==> src/rtl/cpu_defs_pkg.sv <==
// Shared definitions for the hardwired control sequencer: opcodes, ALU opcodes,
// state codes, instruction classes and the opcode-to-ALU-op mapping.
package cpu_defs_pkg;

  localparam logic [4:0] OP_LD   = 5'b00000;
  localparam logic [4:0] OP_LDI  = 5'b00001;
  localparam logic [4:0] OP_ST   = 5'b00010;
  localparam logic [4:0] OP_ADD  = 5'b00011;
  localparam logic [4:0] OP_SUB  = 5'b00100;
  localparam logic [4:0] OP_AND  = 5'b00101;
  localparam logic [4:0] OP_OR   = 5'b00110;
  localparam logic [4:0] OP_ADDI = 5'b01100;
  localparam logic [4:0] OP_ANDI = 5'b01101;
  localparam logic [4:0] OP_ORI  = 5'b01110;
  localparam logic [4:0] OP_NOP  = 5'b11010;
  localparam logic [4:0] OP_HALT = 5'b11011;

  localparam logic [4:0] ALU_NONE = 5'b00000;
  localparam logic [4:0] ALU_ADD  = 5'b00001;
  localparam logic [4:0] ALU_SUB  = 5'b00100;
  localparam logic [4:0] ALU_AND  = 5'b01101;
  localparam logic [4:0] ALU_OR   = 5'b01110;

  // Codes are visible on state_T, so they are fixed rather than tool-chosen.
  typedef enum logic [3:0] {
    ST_IDLE = 4'd0,
    ST_T0   = 4'd1,
    ST_T1   = 4'd2,
    ST_T2   = 4'd3,
    ST_T3   = 4'd4,
    ST_T4   = 4'd5,
    ST_T5   = 4'd6,
    ST_T6   = 4'd7,
    ST_T7   = 4'd8,
    ST_HALT = 4'd15
  } state_t;

  typedef enum logic [2:0] {
    CLS_LOADI,
    CLS_LOAD,
    CLS_STORE,
    CLS_RTYPE,
    CLS_ITYPE,
    CLS_NOP,
    CLS_HALT,
    CLS_ILLEGAL
  } instr_class_t;

  function automatic logic [4:0] alu_op_of(input logic [4:0] opcode);
    case (opcode)
      OP_LD, OP_LDI, OP_ST, OP_ADD, OP_ADDI: alu_op_of = ALU_ADD;
      OP_SUB:                                alu_op_of = ALU_SUB;
      OP_AND, OP_ANDI:                       alu_op_of = ALU_AND;
      OP_OR, OP_ORI:                         alu_op_of = ALU_OR;
      default:                               alu_op_of = ALU_NONE;
    endcase
  endfunction

endpackage

==> src/rtl/cu_decoder.sv <==
// Combinational opcode decode: instruction class for the sequencer plus the
// ALU opcode used in the execute step.
module cu_decoder
  import cpu_defs_pkg::*;
(
  input  logic [4:0]   opcode,
  output instr_class_t instr_class,
  output logic [4:0]   alu_op
);

  always_comb begin
    alu_op = alu_op_of(opcode);
    case (opcode)
      OP_LDI:                         instr_class = CLS_LOADI;
      OP_LD:                          instr_class = CLS_LOAD;
      OP_ST:                          instr_class = CLS_STORE;
      OP_ADD, OP_SUB, OP_AND, OP_OR:  instr_class = CLS_RTYPE;
      OP_ADDI, OP_ANDI, OP_ORI:       instr_class = CLS_ITYPE;
      OP_NOP:                         instr_class = CLS_NOP;
      OP_HALT:                        instr_class = CLS_HALT;
      default:                        instr_class = CLS_ILLEGAL;
    endcase
  end

endmodule

==> src/rtl/control_unit.sv <==
// Hardwired Moore sequencer: fetch in T0-T2, per-class execute in T3-T7.
// Every datapath control output is a pure decode of state and opcode.
module control_unit
  import cpu_defs_pkg::*;
#(
  parameter logic [3:0] RESET_STATE = 4'd0
) (
  input  logic        clk,
  input  logic        reset,
  input  logic [31:0] IR_Data,
  output logic        PC_increment_enable,
  output logic        IR_enable,
  output logic        Y_enable,
  output logic        Z_enable,
  output logic        MAR_enable,
  output logic        MDR_enable,
  output logic        r_enable,
  output logic        read,
  output logic        write,
  output logic        Gra,
  output logic        Grb,
  output logic        Grc,
  output logic        ba_select,
  output logic        PC_select,
  output logic        Z_LO_select,
  output logic        MDR_select,
  output logic        c_select,
  output logic        r_select,
  output logic [4:0]  alu_instruction,
  output logic        run,
  output logic        illegal_op,
  output logic [3:0]  state_T
);

  state_t       state, state_next;
  instr_class_t instr_class;
  logic [4:0]   alu_op;
  logic [26:0]  ir_unused;

  // Only the opcode field steers the sequencer; operand fields go to the datapath.
  assign ir_unused = IR_Data[26:0];

  cu_decoder u_decoder (
    .opcode      (IR_Data[31:27]),
    .instr_class (instr_class),
    .alu_op      (alu_op)
  );

  always_ff @(posedge clk or posedge reset) begin
    if (reset) state <= state_t'(RESET_STATE);
    else       state <= state_next;
  end

  assign state_T = state;
  assign run     = (state != ST_IDLE) && (state != ST_HALT);

  always_comb begin
    state_next          = state;
    PC_increment_enable = 1'b0;
    IR_enable           = 1'b0;
    Y_enable            = 1'b0;
    Z_enable            = 1'b0;
    MAR_enable          = 1'b0;
    MDR_enable          = 1'b0;
    r_enable            = 1'b0;
    read                = 1'b0;
    write               = 1'b0;
    Gra                 = 1'b0;
    Grb                 = 1'b0;
    Grc                 = 1'b0;
    ba_select           = 1'b0;
    PC_select           = 1'b0;
    Z_LO_select         = 1'b0;
    MDR_select          = 1'b0;
    c_select            = 1'b0;
    r_select            = 1'b0;
    alu_instruction     = 5'b00000;
    illegal_op          = 1'b0;
    case (state)
      ST_IDLE: state_next = ST_T0;
      ST_T0: begin
        PC_select  = 1'b1;
        MAR_enable = 1'b1;
        state_next = ST_T1;
      end
      ST_T1: begin
        PC_increment_enable = 1'b1;
        read                = 1'b1;
        MDR_enable          = 1'b1;
        state_next          = ST_T2;
      end
      ST_T2: begin
        MDR_select = 1'b1;
        IR_enable  = 1'b1;
        state_next = ST_T3;
      end
      ST_T3: begin
        state_next = ST_T4;
        case (instr_class)
          CLS_LOADI, CLS_LOAD, CLS_STORE: begin
            Grb       = 1'b1;
            ba_select = 1'b1;
            Y_enable  = 1'b1;
          end
          CLS_RTYPE: begin
            Grb      = 1'b1;
            r_select = 1'b1;
            Y_enable = 1'b1;
          end
          CLS_ITYPE: begin
            c_select = 1'b1;
            Y_enable = 1'b1;
          end
          CLS_HALT: state_next = ST_HALT;
          CLS_ILLEGAL: begin
            illegal_op = 1'b1;
            state_next = ST_T0;
          end
          default: state_next = ST_T0;
        endcase
      end
      ST_T4: begin
        Z_enable        = 1'b1;
        alu_instruction = alu_op;
        state_next      = ST_T5;
        case (instr_class)
          CLS_RTYPE: begin
            Grc      = 1'b1;
            r_select = 1'b1;
          end
          CLS_ITYPE: begin
            Grb      = 1'b1;
            r_select = 1'b1;
          end
          default: c_select = 1'b1;
        endcase
      end
      ST_T5: begin
        Z_LO_select = 1'b1;
        // Memory instructions use the computed address; the rest write back.
        if (instr_class == CLS_LOAD || instr_class == CLS_STORE) begin
          MAR_enable = 1'b1;
          state_next = ST_T6;
        end else begin
          Gra        = 1'b1;
          r_enable   = 1'b1;
          state_next = ST_T0;
        end
      end
      ST_T6: begin
        MDR_enable = 1'b1;
        state_next = ST_T7;
        if (instr_class == CLS_LOAD) begin
          read = 1'b1;
        end else begin
          Gra      = 1'b1;
          r_select = 1'b1;
        end
      end
      ST_T7: begin
        state_next = ST_T0;
        if (instr_class == CLS_LOAD) begin
          MDR_select = 1'b1;
          Gra        = 1'b1;
          r_enable   = 1'b1;
        end else begin
          write = 1'b1;
        end
      end
      ST_HALT: state_next = ST_HALT;
      default: state_next = ST_IDLE;
    endcase
  end

endmodule

==> config.mk <==
export PLATFORM = sky130hd
export DESIGN_NAME = control_unit
export DESIGN_NICKNAME = d
export VERILOG_FILES = /design/src/rtl/cpu_defs_pkg.sv /design/src/rtl/cu_decoder.sv /design/src/rtl/control_unit.sv
export SDC_FILE = /design/constraint.sdc
export NUM_CORES = 1
export LEC_CHECK = 0
export CORE_ASPECT_RATIO = 0.75
export CORE_MARGIN = 4
export CORE_UTILIZATION = 37
export CTS_BUF_LIST = sky130_fd_sc_hd__clkbuf_16
export DETAILED_ROUTE_END_ITERATION = 10
export GPL_TIMING_DRIVEN = 0
export HOLD_SLACK_MARGIN = 0.12
export PLACE_DENSITY = 0.87
export SLEW_MARGIN = 20
export SYNTH_ARGS = -nofsm -noshare
export SYNTH_HDL_FRONTEND = slang
export SYNTH_SLANG_ARGS = --single-unit
==> constraint.sdc <==
create_clock -name clk -period 6.5 [get_ports clk]
set_clock_uncertainty 0.05 [all_clocks]
set_input_delay 1.3 -clock clk [delete_from_list [all_inputs] [get_ports clk]]
set_output_delay 1.3 -clock clk [all_outputs]
set_load 0.02 [all_outputs]
Fig. 1: run 1, met1 routing
The bar under the picture is 20 µm long.
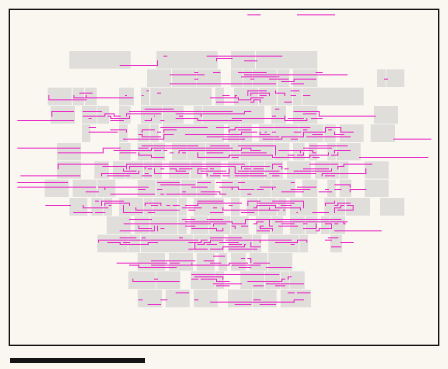
wire length on this layer: 1160 µm
share of all routed wire: 42%
nets with wire on the layer: 149

Fig. 2: run 1, signal wires on met2
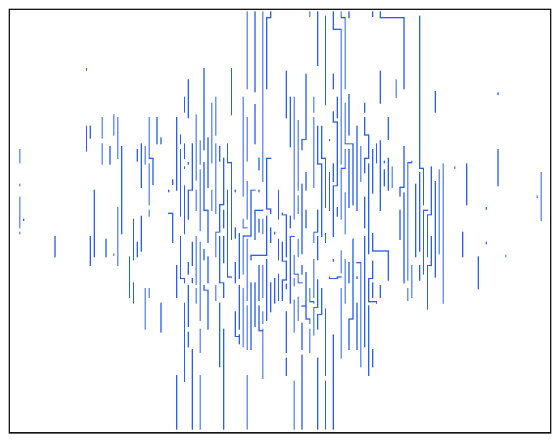
main direction: vertical
nets with wire on the layer: 143
share of all routed wire: 46%
longest straight run: 19.9 µm
M2 GR Usage: 26.2%
via count: 1070
Total Routed Length: 2.73 mm

==> job_summary.md, run 1 <==
## Implementation flow summary

| Metric | Value |
|---|---|
| Global Route met3 Usage | 5.45% |
| Outcome | completed |
| Crit. End Element | output port |
| YS warnings | 0 |
| Crit path max fanout | 8 |
| Fraction of registers with async set/reset | 100% |
| Met2 wire length | 1.26 mm |
| Post-synth top area cell | dfrtp_1 |
| Yosys cell types | 49 |
| Top Layout Cells | clkdlybuf4s50_1, nor2_1, nand2_1 |
| Most common cell on crit path | clkdlybuf4s50_1 |
| Register-to-Register Path Depth | 5 |
| Die Y | 49.5 µm |
| Sequential power | 44.7 µW |
| Signal buf overhead | 31.2% |
| Area share, top type | 11.8% |
| Fill cells | 182 |
| Core area | 0.00210 mm² |
| Minimum clock period | 5.28 ns |
| CTS Buffer Depth | 2 |
| Wire per inst | 15.3 µm |
| Nets | 195 |
| Max reg flops | 4 |
Fig. 3: run 1, met3 routing
The bar under the picture is 20 µm long.
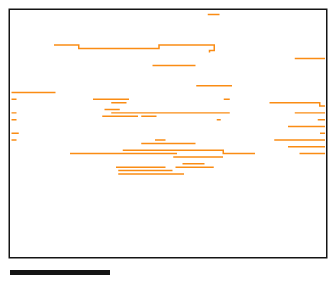
wire length on this layer: 281 µm
longest straight run: 23.5 µm

Fig. 4: run 1, clock wiring as the flow saved it
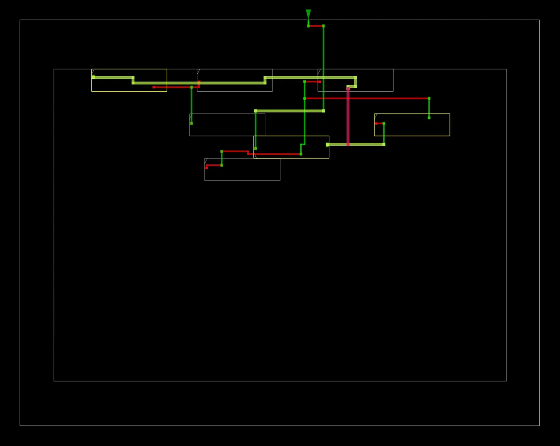

==> inputs of run 2 (changes only) <==
Settings changed: CORE_UTILIZATION 37 to 34, PLACE_DENSITY 0.87 to 0.81.
Clock period 6.5 ns to 5.3 ns, I/O delays scaled along.
Fig. 5: run 2, clock wiring as the flow saved it
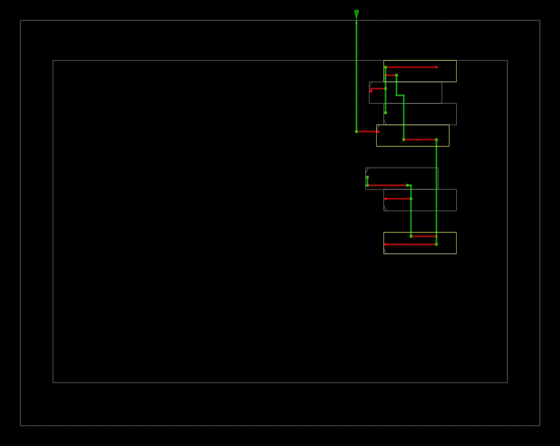
Power Clock: 116 µW
clkbuf count: 3
clk sinks: 4
flip-flops: 4
cts bufs inserted: 3

Fig. 6: run 2, cell sizes after repair
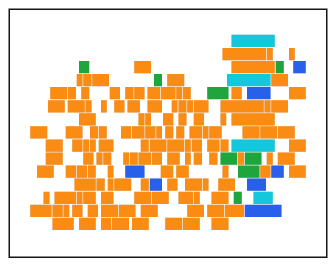
[green] x2 | cells: 8
[orange] x1 and smaller | cells: 136
[cyan] x6 and larger | cells: 4
[blue] x3 and x4 | cells: 7
area delta synth->final: 53.8%
nonclk buf count: 45
final worst setup slack: 0.437 ns
post-route cell area: 0.00131 mm²

Fig. 7: run 2, met1 routing
The bar under the picture is 20 µm long.
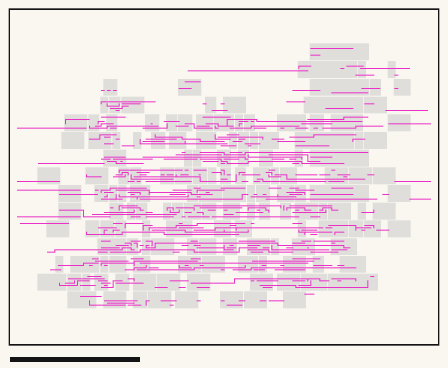
nets with wire on the layer: 151
longest straight run: 25.8 µm
main direction: horizontal
share of all routed wire: 49%
wire length on this layer: 1360 µm

==> run 2 against run 1 <==
Effect of this change: via count decreased by 4.8%; routed wire length increased by 1.7%; die area increased by 7.5%; core utilization decreased by 5.9 points; global-route usage decreased by 1.2 points; flip-flop count unchanged; critical path depth unchanged; non-clock buffer count unchanged; hold slack got worse by 0.014 ns; critical path type unchanged; register-to-register slack got worse by 1.2 ns.
==> job_summary.md, run 2 <==
## Implementation flow summary

| Metric | Value |
|---|---|
| Outcome | completed |
| Final hold viol count | 0 |
| Fraction of registers with async set/reset | 100% (unchanged) |
| Top-Level Pins | 63 |
| Top Layout Cells | clkdlybuf4s50_1, nor2_1, nand2_1 |
| Adder share | 5.88% |
| Inserted tap cell count | 34 |
| Fill cells | 223 (+23%) |
| Post-synth top area cell | dfrtp_1 |
| Worst reg2reg path endpoint | state_T[1]$_DFF_PP0_ |
| Die Y | 51.3 µm (+3.6%) |
| Total GRT Usage | 16.7% |
| Met2 wire length | 1.23 mm (-3.0%) |
| Worst setup endpoint | c_select |
| Total Routed Length | 2.78 mm (+1.7%) |
| Signal buf overhead | 30.9% (-0.30 points) |
| YS warnings | 0 (unchanged) |
| Placed insts | 186 |
| Post-Syn Nets | 156 |
| CP bufs+invs | 2 |
| Nets | 195 (unchanged) |
| Int Pwr | 318 µW |
| Slew Limit Fails | 0 |
| Final core occ | 55.8% |
| Yosys cell types | 49 (unchanged) |
| Wire per inst | 14.7 µm (-3.7%) |
| Global Route met3 Usage | 3.08% (-2.4 points) |
| Register-to-Register Path Depth | 5 (unchanged) |
| Top delay family on crit path | buffers and inverters |
| Sequential power | 56.1 µW (+26%) |
| Crit path max fanout | 8 (unchanged) |
| Most common cell on crit path | clkdlybuf4s50_1 |
| Switching Share | 44.9% |
| Core area | 0.00235 mm² (+12%) |
| Critical Path RT | 4.19 ns |
| Crit. End Element | output port |
| Max reg flops | 4 (unchanged) |
| Via count | 1019 (-4.8%) |
| M2 GR Usage | 24.0% (-2.2 points) |
| Comb pwr share | 70.2% |
| Lkg Pwr | 0.000544 µW |
| Post-CTS Hold Buffers | 0 |
| CTS Buffer Depth | 2 (unchanged) |
| Setup violators final | 0 |
| YS chip area | 851 µm² |
Fig. 8: run 2, signal wires on met2
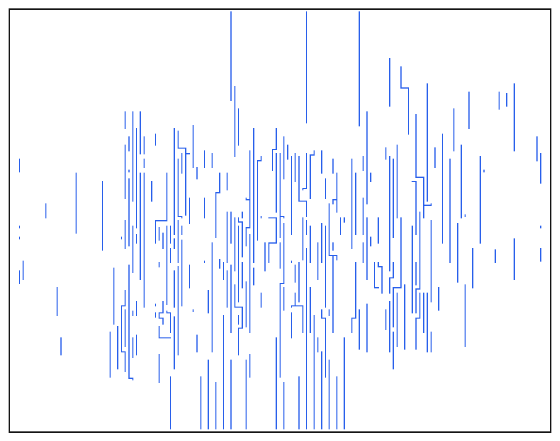

==> inputs of run 3 (changes only) <==
Settings changed: CORE_UTILIZATION 34 to 35, CTS_BUF_LIST sky130_fd_sc_hd__clkbuf_16 to sky130_fd_sc_hd__clkbuf_2, PLACE_DENSITY 0.81 to 0.83.
Clock period 5.3 ns to 5.5 ns, I/O delays scaled along.
Fig. 9: run 3, signal wires on met2
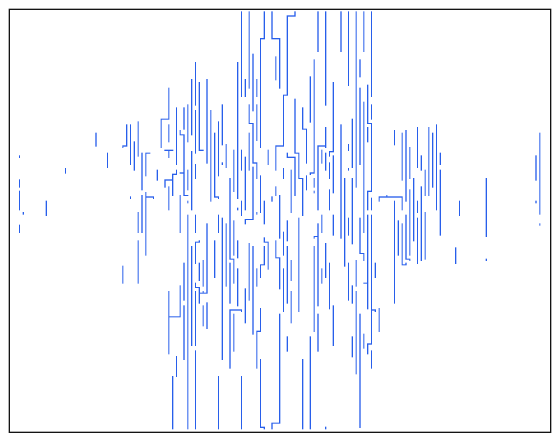
wire length on this layer: 1180 µm
share of all routed wire: 46%
Total Routed Length: 2.60 mm
M2 GR Usage: 26.5%
via count: 1012

Fig. 10: run 3, cell sizes after repair
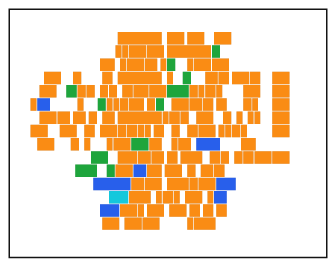
[cyan] x6 and larger | cells: 1
[orange] x1 and smaller | cells: 136
[blue] x3 and x4 | cells: 7
[green] x2 | cells: 11

==> run 3 against run 2 <==
Effect of this change: flip-flop count stayed put; core utilization is 1.7 points lower; first-iteration DRC count is 16% higher; area after synthesis stayed put; global-route usage is 0.16 points lower; synthesized cell count stayed put; via count is 0.69% lower; clock power is 75% lower; worst setup slack better by 0.17 ns; hold slack better by 0.0057 ns; critical path depth stayed put; count of clock-buffer cells in the layout stayed put; critical endpoint unchanged.
==> job_summary.md, run 3 <==
## Implementation flow summary

| Metric | Value |
|---|---|
| Outcome | completed |
| Area delta synth->final | 46.8% |
| Switching Share | 51.8% (+6.8 points) |
| Top Layout Cells | clkdlybuf4s50_1, nor2_1, nand2_1 |
| Wire per inst | 13.7 µm (-6.4%) |
| Final core occ | 54.1% (-1.7 points) |
| Flip-flops | 4 (unchanged) |
| Signal buf overhead | 32.4% (+1.5 points) |
| Top delay family on crit path | buffers and inverters |
| Placed insts | 186 (unchanged) |
| Worst reg2reg path endpoint | state_T[2]$_DFF_PP0_ |
| Post-Syn Nets | 156 (unchanged) |
| Lkg Pwr | 0.000519 µW (-4.5%) |
| Most common cell on crit path | clkdlybuf4s50_1 |
| Sequential power | 53.1 µW (-5.3%) |
| Yosys cell types | 49 (unchanged) |
| Register-to-Register Path Depth | 5 (unchanged) |
| CP bufs+invs | 2 (unchanged) |
| Slew Limit Fails | 0 (unchanged) |
| YS chip area | 851 µm² (unchanged) |
| Clkbuf count | 3 (unchanged) |
| Int Pwr | 228 µW (-28%) |
| Worst setup endpoint | c_select |
| Nonclk buf count | 45 (unchanged) |
| Final worst setup slack | 0.611 ns (+0.174 ns) |
| Inserted tap cell count | 34 (unchanged) |
| Cts bufs inserted | 3 (unchanged) |
| Post-CTS Hold Buffers | 0 (unchanged) |
| Critical Path RT | 4.35 ns (+0.16 ns) |
| Total GRT Usage | 16.5% (-0.16 points) |
| Setup violators final | 0 (unchanged) |
| Crit path max fanout | 8 (unchanged) |
| YS warnings | 0 (unchanged) |
| Core area | 0.00231 mm² (-1.6%) |
| Post-route cell area | 0.00125 mm² (-4.6%) |
| Met2 wire length | 1.18 mm (-3.3%) |
| Power Clock | 28.6 µW (-75%) |
| Psw | 244 µW |
| Max reg flops | 4 (unchanged) |
| Final hold viol count | 0 (unchanged) |
Fig. 11: run 3, met3 routing
The bar under the picture is 20 µm long.
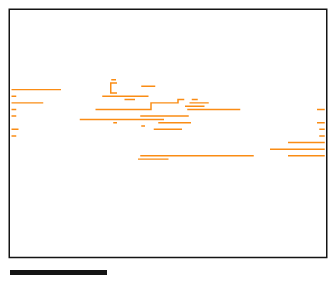
nets with wire on the layer: 29
wire length on this layer: 175 µm
share of all routed wire: 6.7%
longest straight run: 23.0 µm
Global Route met3 Usage: 3.36%

No activity file was given, so power comes from the tool's default toggle rates.
